Figure 1. The metal 3 layer.
Scale: 4 px per µm.
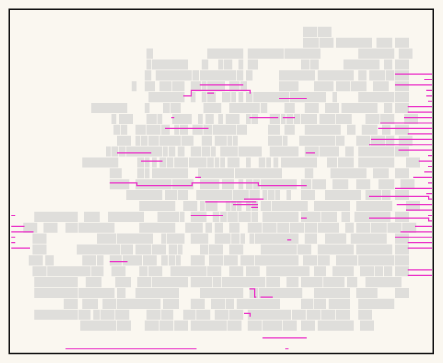
Figure 2. Clock wires, drivers and flops.
Scale: 4 px per µm.
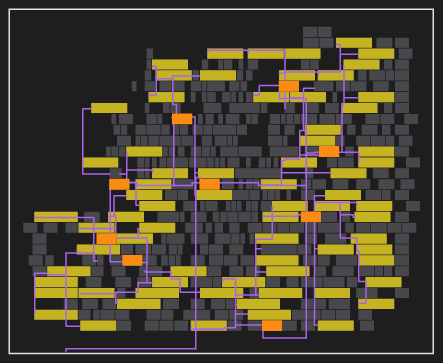
Figure 3. The clock network.
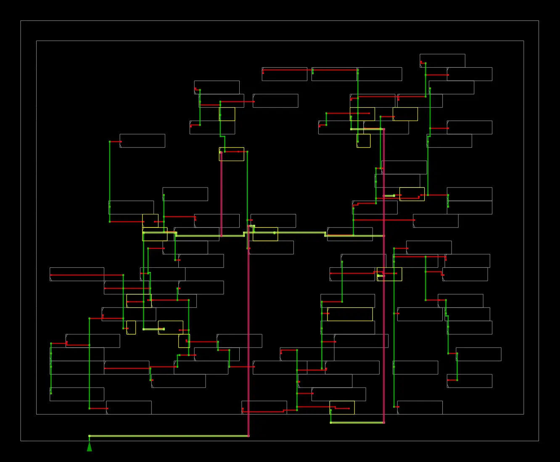
`config.mk`:
```
export PLATFORM = sky130hd
export DESIGN_NAME = div_operand_sequencer
export DESIGN_NICKNAME = d
export VERILOG_FILES = /design/src/rtl/div_operand_sequencer.sv
export SDC_FILE = /design/constraint.sdc
export NUM_CORES = 1
export LEC_CHECK = 0
export CORE_ASPECT_RATIO = 0.8
export CORE_MARGIN = 3
export CORE_UTILIZATION = 44
export DETAILED_ROUTE_END_ITERATION = 12
export HOLD_SLACK_MARGIN = 0.05
export PLACE_DENSITY = 0.83
export SLEW_MARGIN = 25
export SYNTH_ARGS = -nofsm -noshare
export SYNTH_HDL_FRONTEND = slang
export SYNTH_SLANG_ARGS = --single-unit
export TNS_END_PERCENT = 1
```
`constraint.sdc`:
```
create_clock -name clock -period 3 [get_ports clock]
set_clock_uncertainty 0.2 [all_clocks]
set_input_delay 0.3 -clock clock [delete_from_list [all_inputs] [get_ports clock]]
set_output_delay 0.3 -clock clock [all_outputs]
set_load 0.05 [all_outputs]
```
`src/rtl/div_operand_sequencer.sv`:
```
// Feeds dividend then divisor over one shared bus to a repeated-subtraction divider,
// waits for its quotient (with abort on timeout) and holds the result until consumed.
module div_operand_sequencer #(
  parameter int WIDTH    = 16,
  parameter int LOAD_CYC = 2,
  parameter int TIMEOUT  = 65600
) (
  input  logic             clock,
  input  logic             reset_n,
  input  logic             req_valid,
  output logic             req_ready,
  input  logic [WIDTH-1:0] req_dividend,
  input  logic [WIDTH-1:0] req_divisor,
  output logic             div_start,
  output logic [WIDTH-1:0] div_data,
  input  logic             div_done,
  input  logic [WIDTH-1:0] div_quotient,
  output logic             rsp_valid,
  input  logic             rsp_ready,
  output logic [WIDTH-1:0] rsp_quotient,
  output logic             rsp_dbz,
  output logic             rsp_timeout,
  output logic             busy
);

  localparam int CNT_W = $clog2(TIMEOUT + 1);
  localparam int LD_W  = (LOAD_CYC > 1) ? $clog2(LOAD_CYC) : 1;

  typedef enum logic [1:0] {IDLE, FEED_A, WAIT_Q, RESP} state_t;

  state_t           state;
  logic [CNT_W-1:0] cnt;
  logic [LD_W-1:0]  ld_cnt;
  logic [WIDTH-1:0] divisor_q;

  function automatic logic [CNT_W-1:0] sat_inc(input logic [CNT_W-1:0] v);
    return (v == {CNT_W{1'b1}}) ? v : v + CNT_W'(1);
  endfunction

  assign req_ready = (state == IDLE);
  assign rsp_valid = (state == RESP);
  assign busy      = (state != IDLE);

  // Operand capture is pure data; the dividend lives in div_data while it is fed.
  always_ff @(posedge clock) begin
    if (state == IDLE && req_valid) divisor_q <= req_divisor;
  end

  always_ff @(posedge clock or negedge reset_n) begin
    if (!reset_n) begin
      state        <= IDLE;
      cnt          <= '0;
      ld_cnt       <= '0;
      div_start    <= 1'b0;
      div_data     <= '0;
      rsp_quotient <= '0;
      rsp_dbz      <= 1'b0;
      rsp_timeout  <= 1'b0;
    end else begin
      case (state)
        IDLE: begin
          if (req_valid) begin
            if (req_divisor == '0) begin
              state        <= RESP;
              rsp_quotient <= '0;
              rsp_dbz      <= 1'b1;
              rsp_timeout  <= 1'b0;
            end else begin
              state     <= FEED_A;
              div_start <= 1'b1;
              div_data  <= req_dividend;
              ld_cnt    <= '0;
            end
          end
        end
        FEED_A: begin
          if (ld_cnt == LD_W'(LOAD_CYC - 1)) begin
            state    <= WAIT_Q;
            div_data <= divisor_q;
            cnt      <= '0;
          end else begin
            ld_cnt <= ld_cnt + LD_W'(1);
          end
        end
        WAIT_Q: begin
          // A done arriving on the timeout edge still delivers its quotient.
          if (div_done) begin
            state        <= RESP;
            rsp_quotient <= div_quotient;
            rsp_dbz      <= 1'b0;
            rsp_timeout  <= 1'b0;
            div_start    <= 1'b0;
            div_data     <= '0;
          end else if (cnt == CNT_W'(TIMEOUT - 1)) begin
            state        <= RESP;
            rsp_quotient <= '0;
            rsp_dbz      <= 1'b0;
            rsp_timeout  <= 1'b1;
            div_start    <= 1'b0;
            div_data     <= '0;
          end else begin
            cnt <= sat_inc(cnt);
          end
        end
        RESP: begin
          if (rsp_ready) state <= IDLE;
        end
        default: state <= IDLE;
      endcase
    end
  end

endmodule

```
==> results.sh <==
# yosys + openroad results
export IMPL_worst_slew_pin_slew_ps=818
export IMPL_setup_viol=0
export IMPL_fin_crit_ps=2830
export IMPL_cp_start_kind="flip-flop"
export IMPL_p_total_mw=5.23
export IMPL_gp_congestion=0.824
export IMPL_drc=0
export IMPL_dr_pass1_iters=4
export IMPL_hp_class="reg -> reg"
export IMPL_worstSetupEndpointType="flip-flop"
export IMPL_drv_slew=0
export IMPL_syn_nets=355
export IMPL_ys_warn_count=0
export IMPL_vias_per_cell=5.45
export IMPL_clkTransAtPathRegs_ps=80
export IMPL_rsz0062_at_grt="no"
export IMPL_path_class="reg -> reg"
export IMPL_grt_pass1_wl_mm=14.0
export IMPL_grt_overflow=0
export IMPL_ff_type="dfrtp_1"
export IMPL_status="complete, no violations"
export IMPL_clock_root_buffer="clkbuf_8"
export IMPL_die_area_um2=9050
export IMPL_routedWlPerCell_um=16.8
export IMPL_ys_types=49
export IMPL_core_area_um2=7570
export IMPL_synth_seq_share_pct=53.1
export IMPL_fp_util_pct=46.2
export IMPL_yosys_stat_area_um2=3490
export IMPL_drt_iter0_markers=160
export IMPL_ios=91
export IMPL_hold_viol=0
export IMPL_mostFrequentLayoutCell="clkdlybuf4s50_1"
export IMPL_final_nets=454
export IMPL_cts_path_max_buffers=2
export IMPL_arrival_ps=2920
export IMPL_whs_ps=307
export IMPL_drive_above_1_share_pct=19.3
export IMPL_grt_pass1_vias=2727
export IMPL_critPathRequiredTime_ps=3090
export IMPL_slew_limit_headroom_pct=45.5
export IMPL_grt_max_degree=36
export IMPL_die_w_um=106
export IMPL_cts_tree="built"
export IMPL_path_max_fanout=25
export IMPL_grt_usage_pct=19.7
export IMPL_cts_sinks=71
export IMPL_max_cap_violations=0
export IMPL_synthArstFlopShare_pct=77.5
export IMPL_synth_area_um2=3490
export IMPL_syn_mean_instance_area_um2=11.8
export IMPL_min_period_over_period_pct=94.4
export IMPL_cts_htree_levels=3
export IMPL_ant_nets=0
export IMPL_leakagePower_nw=2.08
export IMPL_fmax_mhz=353
export IMPL_syn_to_final_growth_pct=36.7
export IMPL_antenna_found_initial=0
export IMPL_edf_count=16
export IMPL_warnings=30
export IMPL_fillCellCount=592
export IMPL_antenna_cells=0
export IMPL_power_density_nw_per_um2=1090
export IMPL_lay_top_cells="clkdlybuf4s50_1 (89), dfrtp_1 (55), nand2_1 (30)"
export IMPL_ys_cells=295
export IMPL_numPortBuffers=90
export IMPL_rows=28
export IMPL_synthCells=295
export IMPL_peakVddDrop_mv=0.486
-- Figure 1 (at the start) --
nets with wire on the layer = 59
share of all routed wire = 5.3%
Global Route met3 Usage: 4.14%
via count: 2,747
final WL: 8.48 mm

-- Figure 2 (at the start) --
clock wires -> purple  # length 893 µm
flip-flops -> yellow  # count 71
clock drivers -> orange  # count 9
routed clock nets = 10
part of the power in the clock network: 14.5%
Clk. pwr: 756 µW
Latency at later pin: 350 ps

-- Figure 3 (at the start) --
clock buf count: 11
flop count: 71
TritonCTS Buffers: 9

-- per-layer routing --
metal	track usage, %	up-vias	wire length [µm]
met3	4.14	11	452
met2	32.2	89	4140
met4	7.76	0	146
li1	-	1294	-
met5	0	-	0
met1	25.9	1353	3740
-- registers in the layout, summed over array words and instances (netlist names) --
register      flops
rsp_quotient     16
state             2
rsp_dbz           1
rsp_timeout       1
divisor_q        16
div_start         1
div_data         16
ld_cnt            1
cnt              17
-- path summary, 6_finish.rpt --
path	startpoint	to	cells past startpoint
worst min-delay path	div_data[13]$_DFFE_PN0P_	div_data[13]$_DFFE_PN0P_	1
worst max register to register	cnt[0]$_DFFE_PN0P_	cnt[12]$_DFFE_PN0P_	11
min in group asynchronous	reset_n	div_data[9]$_DFFE_PN0P_	2
worst max-delay path	cnt[0]$_DFFE_PN0P_	cnt[12]$_DFFE_PN0P_	11
max in group asynchronous	reset_n	rsp_quotient[5]$_DFFE_PN0P_	3
worst min register to register	div_data[13]$_DFFE_PN0P_	div_data[13]$_DFFE_PN0P_	1
-- report_power, final --
| group | total [mW] | switching, mW | internal [mW] |
|---|---|---|---|
| clock network | 0.756 | 0.378 | 0.378 |
| logic | 2.84 | 1.62 | 1.22 |
| registers | 1.63 | 0.284 | 1.34 |
| total | 5.23 | 2.28 | 2.94 |
-- synth_stat cells (3+ instances only) --
cell type	number	area, µm²
or4_1	6	45.0
and3_1	17	106
a21oi_1	3	15.0
clkbuf_1	8	30.0
dfrtp_1	55	1380
nand3_1	19	95.1
edfxtp_1	16	480
a22o_1	17	149
nor4_1	5	31.3
nor3_1	4	20.0
nand4_1	5	31.3
nor2_1	7	26.3
nand2_1	30	113
ha_1	7	87.6
mux2_4	10	150
inv_1	11	41.3
mux2i_1	6	60.1
o21ai_0	12	60.1
mux2_2	23	259
-- worst max-delay path: stages (launching register included) --
cell and delay [ps]:
dfrtp_1 410, ha_2 210, and4_1 200, and3_2 240
nand3_2 90, nor2_1 50, ha_1 200, nor3_4 170
a32oi_1 80, bufbuf_16 310, or4_1 480, nand3_1 100
-- stage by stage --
step,TNS [ps],setup slack [ps],area [µm²],util (%),cells
final,0,167,4780,63.1,504
after global placement,0,30.7,4530,59.9,486
after detailed placement,-283,-70.5,4530,59.9,486
after global routing,0,4.72,4780,63.1,504
after floorplan,0,138,3500,-,295
after CTS,0,28.3,4740,62.7,503
-- logic make-up (layout without fill, tap and decap cells) --
family          Yosys count  in the layout  synth area share [%]
fa+ha+maj                 7              7                  2.51
flops                    71             71                  53.1
simple gates            111            111                  18.3
compound gates           42             42                  8.74
buf+inv                  25            129                  3.90
mux                      39             39                  13.4
-- repair_timing --
item	CTS	global route
setup buffers	0	1
endpoints found under the setup margin	6	7
resized	1	4
pin swaps	0	1
endpoints found under the hold margin	33	0
hold buffers	1	0
-- layout make-up --
class	count	area, µm²	share of cell area, %
timing repair buffer	102	1030	21.5
tap	105	131	2.75
clock buffer	11	163	3.40
sequential	71	1860	38.9
inverter	11	41.3	0.864
multi-input combinational	199	1520	31.9
clock inverter	5	36.3	0.760
Power and IR drop assume default switching activity.
